File: src/rtl/bg_pkg.sv
// Background plane geometry, bus widths and arbiter state encoding shared by the
// arbiter and the render address math.
package bg_pkg;

  localparam int ADDR_W   = 16;
  localparam int DATA_W   = 8;
  localparam int BG_PIX_W = 165;
  localparam int BG_PIX_H = 240;
  localparam int BG_SIZE  = BG_PIX_W * BG_PIX_H;

  typedef enum logic [1:0] {
    IDLE  = 2'd0,
    DRAIN = 2'd1,
    FILL  = 2'd2
  } bg_state_e;

  // Row-major cell address: y*165 + x.
  function automatic logic [ADDR_W-1:0] bg_cell_addr(input logic [7:0] x, input logic [7:0] y);
    return ADDR_W'(BG_PIX_W * int'(y) + int'(x));
  endfunction

endpackage

File: src/rtl/bg_wr_fifo.sv
// In-order queue of pending background writes; head is visible the cycle after the push.
// Pushes when full and pops when empty are ignored, so the owner gates both with full/empty.
module bg_wr_fifo #(
  parameter int DEPTH = 4,
  parameter int WIDTH = 24
) (
  input  logic             clk,
  input  logic             rst_n,
  input  logic             push,
  input  logic [WIDTH-1:0] push_data,
  input  logic             pop,
  output logic [WIDTH-1:0] head,
  output logic             full,
  output logic             empty
);

  localparam int PTR_W = $clog2(DEPTH);

  logic [WIDTH-1:0] slots [DEPTH];
  logic [PTR_W-1:0] wr_ptr;
  logic [PTR_W-1:0] rd_ptr;
  logic [PTR_W:0]   count;
  logic             do_push;
  logic             do_pop;

  assign full    = (count == (PTR_W+1)'(DEPTH));
  assign empty   = (count == '0);
  assign do_push = push & ~full;
  assign do_pop  = pop & ~empty;
  assign head    = slots[rd_ptr];

  always_ff @(posedge clk) begin
    if (do_push) begin
      slots[wr_ptr] <= push_data;
    end
  end

  always_ff @(posedge clk) begin
    if (!rst_n) begin
      wr_ptr <= '0;
      rd_ptr <= '0;
      count  <= '0;
    end else begin
      if (do_push) begin
        wr_ptr <= wr_ptr + PTR_W'(1);
      end
      if (do_pop) begin
        rd_ptr <= rd_ptr + PTR_W'(1);
      end
      case ({do_push, do_pop})
        2'b10:   count <= count + (PTR_W+1)'(1);
        2'b01:   count <= count - (PTR_W+1)'(1);
        default: count <= count;
      endcase
    end
  end

endmodule

File: src/rtl/bg_mem_arbiter.sv
// Shares the single-port background RAM between render reads, queued writes and a fill engine.
// Render reads return data 1 cycle later and are never stalled; writes and fill only use idle cycles.
module bg_mem_arbiter #(
  parameter int ADDR_W     = bg_pkg::ADDR_W,
  parameter int DATA_W     = bg_pkg::DATA_W,
  parameter int BG_SIZE    = bg_pkg::BG_SIZE,
  parameter int FIFO_DEPTH = 4
) (
  input  logic              clk,
  input  logic              rst_n,
  input  logic              vga_req,
  input  logic [ADDR_W-1:0] vga_addr,
  output logic [DATA_W-1:0] vga_data,
  output logic              vga_data_valid,
  input  logic              wr_valid,
  output logic              wr_ready,
  input  logic [ADDR_W-1:0] wr_addr,
  input  logic [DATA_W-1:0] wr_data,
  output logic              wr_drop,
  input  logic              fill_start,
  input  logic [DATA_W-1:0] fill_value,
  output logic              fill_busy,
  output logic [ADDR_W-1:0] mem_addr,
  output logic              mem_we,
  output logic [DATA_W-1:0] mem_wdata,
  input  logic [DATA_W-1:0] mem_rdata
);

  import bg_pkg::*;

  localparam logic [ADDR_W-1:0] SIZE_A = ADDR_W'(BG_SIZE);
  localparam logic [ADDR_W-1:0] LAST_A = ADDR_W'(BG_SIZE - 1);
  localparam int                ENT_W  = ADDR_W + DATA_W;

  bg_state_e         state;
  bg_state_e         state_nxt;
  logic [ADDR_W-1:0] fill_ptr;
  logic [ADDR_W-1:0] fill_ptr_nxt;
  logic [DATA_W-1:0] fill_val;

  logic              fifo_full;
  logic              fifo_empty;
  logic              push;
  logic              pop;
  logic [ENT_W-1:0]  head;
  logic [ADDR_W-1:0] head_addr;
  logic [DATA_W-1:0] head_data;
  logic              head_legal;
  logic              we_raw;

  assign wr_ready   = (state == IDLE) & ~fifo_full & rst_n;
  assign push       = wr_valid & wr_ready;
  // The queue is empty by construction once FILL is reached, so only IDLE/DRAIN pop.
  assign pop        = ~vga_req & (state != FILL) & ~fifo_empty;
  assign {head_addr, head_data} = head;
  assign head_legal = (head_addr < SIZE_A);

  assign vga_data  = mem_rdata;
  assign fill_busy = (state != IDLE);
  assign mem_we    = we_raw & rst_n;

  bg_wr_fifo #(
    .DEPTH (FIFO_DEPTH),
    .WIDTH (ENT_W)
  ) u_wr_fifo (
    .clk       (clk),
    .rst_n     (rst_n),
    .push      (push),
    .push_data ({wr_addr, wr_data}),
    .pop       (pop),
    .head      (head),
    .full      (fifo_full),
    .empty     (fifo_empty)
  );

  always_comb begin
    mem_addr  = '0;
    mem_wdata = '0;
    we_raw    = 1'b0;
    if (vga_req) begin
      mem_addr = vga_addr;
    end else if (state == FILL) begin
      mem_addr  = fill_ptr;
      mem_wdata = fill_val;
      we_raw    = 1'b1;
    end else if (!fifo_empty && head_legal) begin
      mem_addr  = head_addr;
      mem_wdata = head_data;
      we_raw    = 1'b1;
    end
  end

  always_comb begin
    state_nxt    = state;
    fill_ptr_nxt = fill_ptr;
    case (state)
      IDLE: begin
        if (fill_start) begin
          state_nxt = DRAIN;
        end
      end
      DRAIN: begin
        if (fifo_empty) begin
          state_nxt    = FILL;
          fill_ptr_nxt = '0;
        end
      end
      FILL: begin
        if (!vga_req) begin
          if (fill_ptr == LAST_A) begin
            state_nxt = IDLE;
          end else begin
            fill_ptr_nxt = fill_ptr + ADDR_W'(1);
          end
        end
      end
      default: state_nxt = IDLE;
    endcase
  end

  always_ff @(posedge clk) begin
    if (!rst_n) begin
      state          <= IDLE;
      fill_ptr       <= '0;
      fill_val       <= '0;
      vga_data_valid <= 1'b0;
      wr_drop        <= 1'b0;
    end else begin
      state          <= state_nxt;
      fill_ptr       <= fill_ptr_nxt;
      vga_data_valid <= vga_req;
      wr_drop        <= pop & ~head_legal;
      if (state == IDLE && fill_start) begin
        fill_val <= fill_value;
      end
    end
  end

endmodule

File: config.mk
export PLATFORM = sky130hd
export DESIGN_NAME = bg_mem_arbiter
export DESIGN_NICKNAME = d
export VERILOG_FILES = /design/src/rtl/bg_pkg.sv /design/src/rtl/bg_wr_fifo.sv /design/src/rtl/bg_mem_arbiter.sv
export SDC_FILE = /design/constraint.sdc
export NUM_CORES = 1
export LEC_CHECK = 0
export CAP_MARGIN = 20
export CORE_MARGIN = 4
export CORE_UTILIZATION = 45
export DETAILED_ROUTE_END_ITERATION = 8
export PLACE_DENSITY = 0.72
export SLEW_MARGIN = 20
export SYNTH_ARGS = -nofsm -noshare
export SYNTH_HDL_FRONTEND = slang
export SYNTH_SLANG_ARGS = --single-unit
File: constraint.sdc
create_clock -name clk -period 2.75 [get_ports clk]
set_clock_uncertainty 0.1 [all_clocks]
set_input_delay 0.55 -clock clk [delete_from_list [all_inputs] [get_ports clk]]
set_output_delay 0.55 -clock clk [all_outputs]
set_load 0.05 [all_outputs]
Fig. 1: cells by drive strength
(3 px per um)
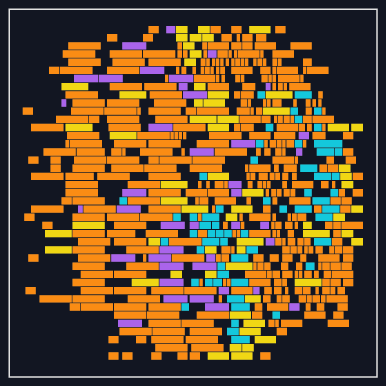
Orange stands for drive 1 or less, cells 410. Purple stands for drive 2, cells 40. Yellow stands for drive 6 and up, cells 61. Cyan stands for drive 3 to 4, cells 58.
fin worst setup slack: -0.357 ns
final std cell area, no fill: 8000 um2
Repair and plain buffers: 128
Area Growth Syn to Fin: 36.4%

Fig. 2: sequential cells colored by netlist name
(3 px per um) Other sequential cells in the stronger gray, the rest of the logic in the fainter gray.
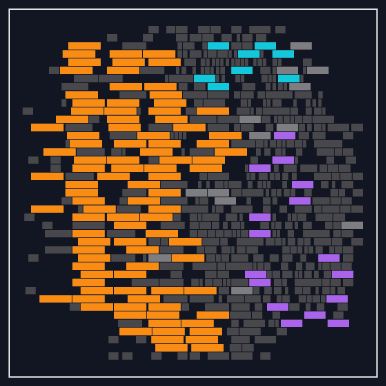
Purple stands for `fill_ptr`, flops 16. Orange stands for `u_wr_fifo.slots`, flops 96. Cyan stands for `fill_val`, flops 8.
register area: 3620 um2
Seq/total area: 0.453
Final Core Density: 0.631

==> results_slide.txt <==
Flow Results at a Glance

Setup path
  • Slowest stage delay, CP: 0.54 ns
  • CP max FO: 8
  • Cell breakdown of the critical path: buf_6 > mux4_2 > or3_4 > a21oi_4 > buf_6 > o21ai_1 > buf_6
  • Setup crit end kind: output pin

Synthesis
  • Complex Gates by Area: 0.103
  • Post-synth EDFFs: 96
  • Synth Instances: 436
  • Synth Seq Share: 0.618
  • Mapped Avg Cell Area: 13.4 um2
  • Top logic family: simple AND/OR/NAND/NOR gates
  • Yosys reg bits: 133
  • XORs/XNORs by Area: 0.00747
  • Synthesis area per yosys: 5860 um2
  • Main synth FF type: edfxtp_1

Final timing
  • Sum Neg Setup Slack: -7.94 ns
  • Hold Fails Final Rpt: 0
  • Final setup vio count: 25
  • Fin worst setup slack: -0.357 ns

Placement
  • Buffers on Ports: 81
  • Setup WS pre-CTS: -0.0626 ns

Die
  • Floorplan utilization: 0.463

Clocking
  • CTS tree: yes
  • Clock Path Buffers: 2
  • CTS clk-pin slew, worst paths: 0.06 ns

Flow run
  • Count of tool warnings: 32
  • Max-cap viol count: 0

Global route
  • First-pass GRT wire length: 22.1 mm
  • Largest net degree at the start of global routing: 27
  • Initial antenna violation count: 0

Run status
  • Status: complete, but fails checks
  • Violated checks: negative setup slack

Drt
  • Drt drc: 0
  • ANT nets after route: 0
  • WL/cell: 18.9 um
Fig. 3: cell outlines without signal wires
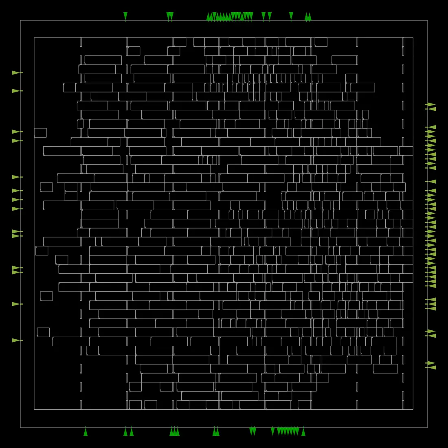
fin cells: 741
row count: 41
fillers: 906
Well Taps: 172

==> metrics by stage <==
step,utilization,power [W],cell area (um2)
after floorplan,-,0.00373,5960
after global placement,0.571,0.00442,7240
after detailed placement,0.571,0.00446,7240
after CTS,0.628,0.00671,7960
after global routing,0.631,0.00699,8000
final,0.631,0.00672,8000
==> state kept, by name, indices dropped and copies added (netlist names), named ones only <==
name	count
fill_ptr	16
fill_val	8
state	2
u_wr_fifo.count	3
u_wr_fifo.rd_ptr	2
u_wr_fifo.slots	96
u_wr_fifo.wr_ptr	2
vga_data_valid	1
wr_drop	1
==> path summary, 6_finish.rpt <==
check,start,slack [ns],endpoint
worst max-delay path,flip-flop,-0.36,mem_wdata[1]
worst min-delay path,fill_val[6],0.36,fill_val[6]
worst max register to register,state[0],0.40,u_wr_fifo.count[2]
worst min register to register,fill_val[6],0.36,fill_val[6]
==> power by group <==
group / total (W) / internal, W / switching [W]
Clock: 0.00204 / 0.00123 / 0.000804
Combinational: 0.00231 / 0.00102 / 0.00129
Sequential: 0.00236 / 0.00228 / 0.0000783
Total: 0.00672 / 0.00454 / 0.00217
==> what timing repair did <==
item                                   in CTS  in global routing
endpoints found under the hold margin       0                  0
setup buffers                               7                  0
resized                                    50                  7
setup endpoints to repair                  25                 25
pin swaps                                  17                  2
==> layout by cell type, fill, tap and decap left out, types with 3 or more instances in the layout <==
| cell | n |
|---|---|
| a21oi_1 | 26 |
| a22oi_1 | 16 |
| and2_1 | 4 |
| and3_1 | 8 |
| buf_12 | 15 |
| buf_4 | 33 |
| buf_6 | 24 |
| clkbuf_16 | 17 |
| clkdlybuf4s50_1 | 55 |
| clkinv_1 | 3 |
| clkinv_2 | 3 |
| dfxtp_1 | 36 |
| edfxtp_1 | 96 |
| ha_1 | 6 |
| inv_1 | 11 |
| inv_6 | 3 |
| mux4_1 | 3 |
| mux4_2 | 21 |
| nand2_1 | 65 |
| nand2b_1 | 3 |
| nand3_1 | 7 |
| nor2_1 | 12 |
| nor3_1 | 3 |
| o21ai_0 | 5 |
| o21ai_1 | 5 |
| o21ai_2 | 4 |
| o21ai_4 | 11 |
| o31ai_1 | 8 |
| or3_1 | 3 |
| or4_1 | 8 |
| xor2_1 | 3 |
==> routing by layer <==
metal | routed length, um | vias to the layer above
met5 | 0 | -
met4 | 250 | 0
met3 | 1120 | 22
met2 | 7090 | 169
met1 | 5540 | 2016
li1 | - | 1899
==> logic make-up after synthesis <==
logic type,Yosys count
DFF,133
adders and majority gates,7
AOI/OAI and AO/OA,91
muxes,26
buffers and inverters,38
and+or+nand+nor,136
xor gates and xnor gates,5
==> cell type report <==
type | instances | area share
inverters | 11 | 0.00516
clock inverters | 13 | 0.0133
flip-flops and latches | 133 | 0.453
repair buffers | 128 | 0.173
clock buffers | 19 | 0.0541
well taps | 172 | 0.0269
multi-input cells | 265 | 0.274
==> critical path: cells and delay by family (launching register included) <==
| family | cells | cell delay [ns] |
|---|---|---|
| mux | 1 | 0.54 |
| simple gates | 1 | 0.37 |
| flops | 1 | 0.36 |
| compound gates | 2 | 0.32 |
| buf+inv | 3 | 0.46 |
Power and IR drop assume default switching activity.
